Figure 1. Clock wires, drivers and flops (run 1).
(8 px per µm)
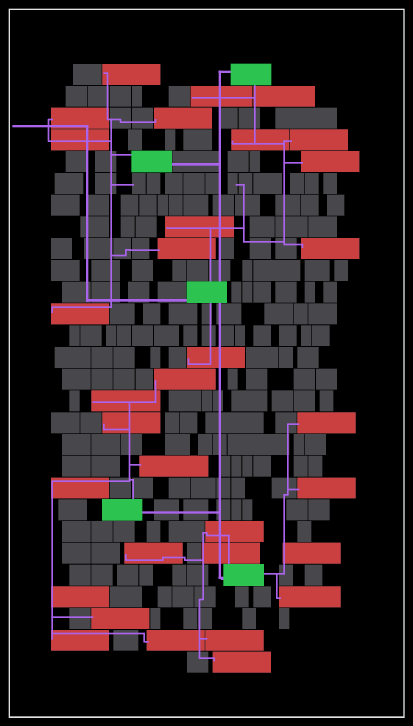
Figure 2. I/O nets highlighted (run 1).
(8 px per µm)
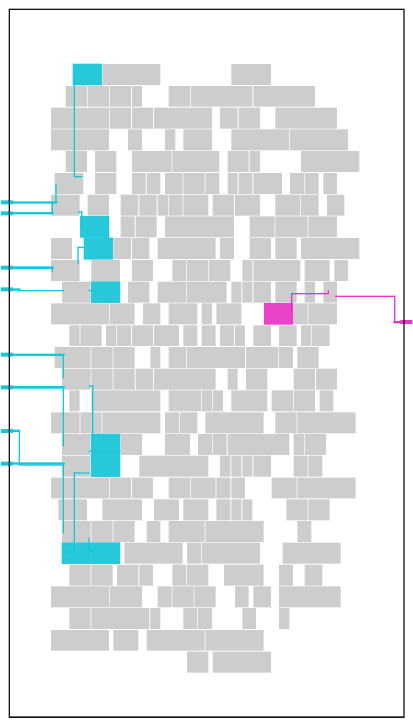
Figure 3. M3 wires (run 1).
(6 px per µm)
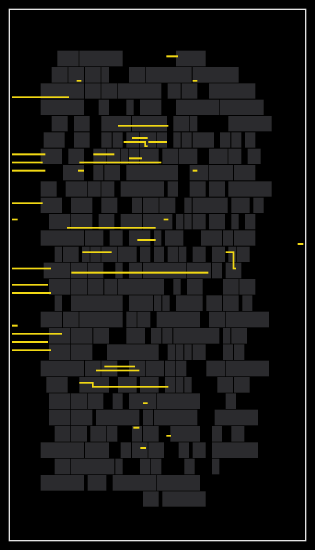
Figure 4. Placement by cell class (run 1).
(4 px per µm)
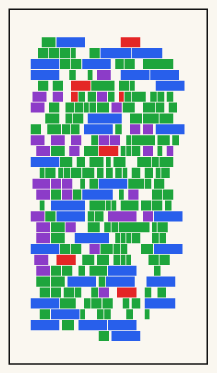
==> config.mk <==
export PLATFORM = sky130hd
export DESIGN_NAME = fifo_serializer
export DESIGN_NICKNAME = d
export VERILOG_FILES = /design/src/rtl/fifo_ser_pkg.sv /design/src/rtl/bit_timer.sv /design/src/rtl/fifo_serializer.sv
export SDC_FILE = /design/constraint.sdc
export NUM_CORES = 1
export LEC_CHECK = 0
export CAP_MARGIN = 20
export CORE_ASPECT_RATIO = 2
export CORE_MARGIN = 5
export CORE_UTILIZATION = 57
export DETAILED_ROUTE_END_ITERATION = 6
export PLACE_DENSITY = 0.79
export SETUP_SLACK_MARGIN = 0.4
export SLEW_MARGIN = 20
export SYNTH_ARGS = -nofsm -noshare
export SYNTH_HDL_FRONTEND = slang
export SYNTH_SLANG_ARGS = --single-unit
==> constraint.sdc <==
create_clock -name clk -period 2.33 [get_ports clk]
set_input_delay 0.466 -clock clk [delete_from_list [all_inputs] [get_ports clk]]
set_output_delay 0.466 -clock clk [all_outputs]
set_load 0.005 [all_outputs]
==> job_summary.md, run 1 <==
## PnR job results

| Metric | Value |
|---|---|
| Hpwl dp | `3280 µm` |
| Status | `complete, no violations` |
| Worst hold path class | `reg2reg` |
| Static Leak | `a little under 0.8 nW` |
| Clk slew on worst S/H paths | `0.07 ns` |
| Largest cell class by area | `combinational gates` |
| DRT iter0 DRCs | `between 70 and 80` |
| Chip area | `0.00434 mm²` |
| Most numerous logic cell after layout | `dfxtp_1` |
| Non-Clock Buffer Area Fraction | `~14%` |
| Syn_nets | `about 220` |
| Synth Area per Inst | `just under 9 µm²` |
| Synth flops | `32` |
| Top-count cell post-synth | `dfxtp_1` |
| Maximum buffer depth of the clock tree | `2` |
| CTS Root Cell | `clkbuf_8` |
| Antenna violations before repair | `0` |
| Distinct cells, synth | `between 40 and 50` |
| Commonest flop | `dfxtp_1` |
| Row count | `28` |
| Floorplan Utilization | `59.4%` |
| Combinational Power Share | `about half` |
| Num Clock Sinks | `32` |
| Vias per cell | `between 6 and 7` |
| VDD IR max | `0.637 mV` |
| Share of cells above drive strength 1 | `slightly above 20%` |
| Post-Synthesis Cell Area | `between 0.0015 and 0.002 mm²` |
| DRC viols | `0` |
| CTS tree | `built` |
| Final-layout fill cell count | `244` |
| Top cells by count | `dfxtp_1, a21oi_1, a211oi_1, nor2_1` |
| Worst Path Required | `around 2.5 ns` |
| Antenna diode count | `0` |
| Slowest CP cell | `or4_1` |
| Dominant logic cell types in the final layout | `dfxtp_1, a21oi_1, buf_4` |
| Setup_tns | `0 ns` |
| # nets final | `roughly 240` |
| Top cells by area | `dfxtp_1, a211oi_1, a21oi_1, mux2i_1, nor2_1` |
| Die X | `about 50 µm` |
| N_taps | `30` |
| Power density over the cells | `~1200 mW/mm²` |
| FF-to-FF path depth | `7` |
| Psw | `slightly above 1 mW` |
| Tool warnings | `28` |
| Max-slew violations | `0` |
| Nonclk inv count | `3` |
| Post-route ant nets | `0` |
| Part of the power in registers | `roughly 33%` |
Back to the opening pictures, Figure 1:
[purple] clock wires | length: 447 µm
[red] flip-flops | count: 32
[green] clock-net drivers | count: 5
flops lie: widely spread
routed clock nets: 6
worst clock skew: 0.00498 ns
part of the power in the clock network: 16.3%
Clock net power: 0.408 mW

Back to the opening pictures, Figure 2:
| color | port | direction | end cells | buffers | wire |
|---|---|---|---|---|---|
| magenta | frame_done | output | 1 | 1 | 18.6 µm |
| cyan | fifo_data | input | 8 | 8 | 118 µm |
I/O pin cnt: 15
Port-buffer cells: 14

Back to the opening pictures, Figure 3:
main direction: horizontal
longest straight run: 22.5 µm
share of all routed wire: 3.9%
via count: 1731
met3 Use GR: 3.54%
DRT Wirelength: 4720 µm

Back to the opening pictures, Figure 4:
| color | class | cells | share of their area |
|---|---|---|---|
| purple | remaining buffers and delay cells | 33 | 14% |
| red | clock drivers and dummy loads | 7 | 3.7% |
| green | remaining logic cells | 157 | 51% |
| blue | sequential cells | 32 | 31% |
post-layout util: 73.0%
sequential cell area share: 30.6%

## run 1: power groups by stage
| stage | sequential, mW | combinational, mW | clock (mW) |
|---|---|---|---|
| after global placement | 0.807 | 1.03 | 0 |
| after detailed placement | 0.818 | 1.08 | 0 |
| after floorplan | 0.769 | 0.798 | 0 |
| final | 0.833 | 1.27 | 0.408 |
| after CTS | 0.820 | 1.18 | 0.415 |
| after global routing | 0.848 | 1.38 | 0.432 |
## run 1: metrics by stage
stage          utilization [%]  hold slack, ns  setup slack [ns]  cell area, µm²  instances
6_report                  73.0           0.491             0.448            2150        259
5_1_grt                   73.0           0.519             0.357            2150        259
4_1_cts                   71.0           0.495             0.288            2090        256
3_5_place_dp              66.1           0.495             0.109            1950        244
3_3_place_gp              66.1           0.484             0.207            1950        244
2_1_floorplan                -           0.465             0.457            1750        202
## run 1: cells by family (layout without fill, tap and decap cells)
kind of cell / count (synthesis) / count (layout) / synth area share [%]
xor gates and xnor gates: 1 / 1 / 0.501
adders and majority gates: 2 / 2 / 1.43
DFF: 32 / 32 / 36.6
AOI/OAI and AO/OA: 65 / 65 / 25.1
muxes: 10 / 10 / 5.87
buffers and inverters: 16 / 43 / 4.22
and+or+nand+nor: 76 / 76 / 26.2
## run 1: layer usage
metal | global-route usage, % | vias up | share of wire (%)
li1 | - | 831 | -
met4 | 13.2 | 0 | 2.8
met2 | 44.2 | 50 | 58
met1 | 20.3 | 835 | 36
met3 | 3.54 | 15 | 3.9
met5 | 0 | - | 0
## run 1: repair_timing
item | in CTS | in global routing
buffers inserted | 5 | 3
gates resized | 13 | 13
setup endpoints to repair | 30 | 24
hold endpoints to repair | 0 | 0
pin swaps | 3 | 2
--- run 2 (diff from run 1) ---
Clock period 2.33 ns to 1.8 ns, I/O delays scaled along.
==> run 2 against run 1 <==
Compared with the run above: the run now fails in 5_1_grt; area after synthesis stayed put; synthesized cell count stayed put.
==> job_summary.md, run 2 <==
### Yosys + OpenROAD results

| Metric | Value |
|---|---|
| Top cells by area | `dfxtp_1, a211oi_1, a21oi_1, mux2i_1, nor2_1` |
| Placed Cells | `around 260` |
| Last stage reached | `5_1_grt` |
| Top-count cell post-synth | `dfxtp_1` |
| Status | `aborted with a tool error` |
| Synth flops | `32` |
| Hpwl dp | `3540 µm` |
| Post-Synthesis Cell Area | `0.00175 mm²` |
| Asr flop ratio synth | `0%` |
| Yosys stat cell total | `roughly 200` |
| Flip-flops with a built-in enable | `0` |
| CTS Root Cell | `clkbuf_8` |
| H-tree depth | `2` |
| Die X | `49.2 µm` |
| Hold Buf Count CTS | `0` |
| Distinct cells, synth | `49` |
| Floorplan Utilization | `between 50% and 60%` |
| Sequential-to-total area share from yosys stat | `36.6%` |
| Area reported by Yosys stat | `about 0.0017 mm²` |
| Post-synth top area cell | `dfxtp_1` |
| Syn_nets | `about 220` |
| Total CTS buffers | `5` |
| Antenna violations before repair | `0` |
| Num Clock Sinks | `32` |
| Top cells by count | `dfxtp_1, a21oi_1, a211oi_1, nor2_1` |
| Synthesis Warnings | `0` |
| Cells after synthesis | `about 200` |
| Tool error | `[ERROR DPL-0033] detailed placement checks failed during check placement.` |
| I/O pin cnt | `15` |
| Synth Area per Inst | `8.65 µm²` |
| Commonest flop | `dfxtp_1` |
| Row count | `28` |
| Port-buffer cells | `14` |
| Largest net degree at the start of global routing | `16` |
| Routability Congestion | `roughly 0.86` |
| Chip Height | `between 80 and 90 µm` |
| Maximum buffer depth of the clock tree | `2` |
| Worst ep type | `register input` |
==> run 2: cells by family after synthesis <==
| logic type | Yosys count | share of synthesized area (%) |
|---|---|---|
| AND/OR/NAND/NOR | 76 | 26.2 |
| AND-OR/OR-AND | 65 | 25.1 |
| flip-flops | 32 | 36.6 |
| buffers and inverters | 16 | 4.22 |
| multiplexers | 10 | 5.87 |
| adder cells (fa/ha/maj) | 2 | 1.43 |
| XOR/XNOR | 1 | 0.501 |
==> run 2: timing repair <==
action                                  in CTS
resized                                     59
endpoints found under the setup margin      36
pin swaps                                   24
hold endpoints to repair                     0
buffers inserted                            17
gates cloned                                 2
==> run 2: through the flow <==
| step | setup TNS [ns] | setup slack, ns | instance area, µm² |
|---|---|---|---|
| after global placement | -0.749 | -0.0784 | 2260 |
| after floorplan | 0 | 0.133 | 1950 |
| after CTS | -0.00488 | -0.00283 | 2650 |
| after detailed placement | -1.34 | -0.126 | 2260 |
Power and IR drop assume default switching activity.
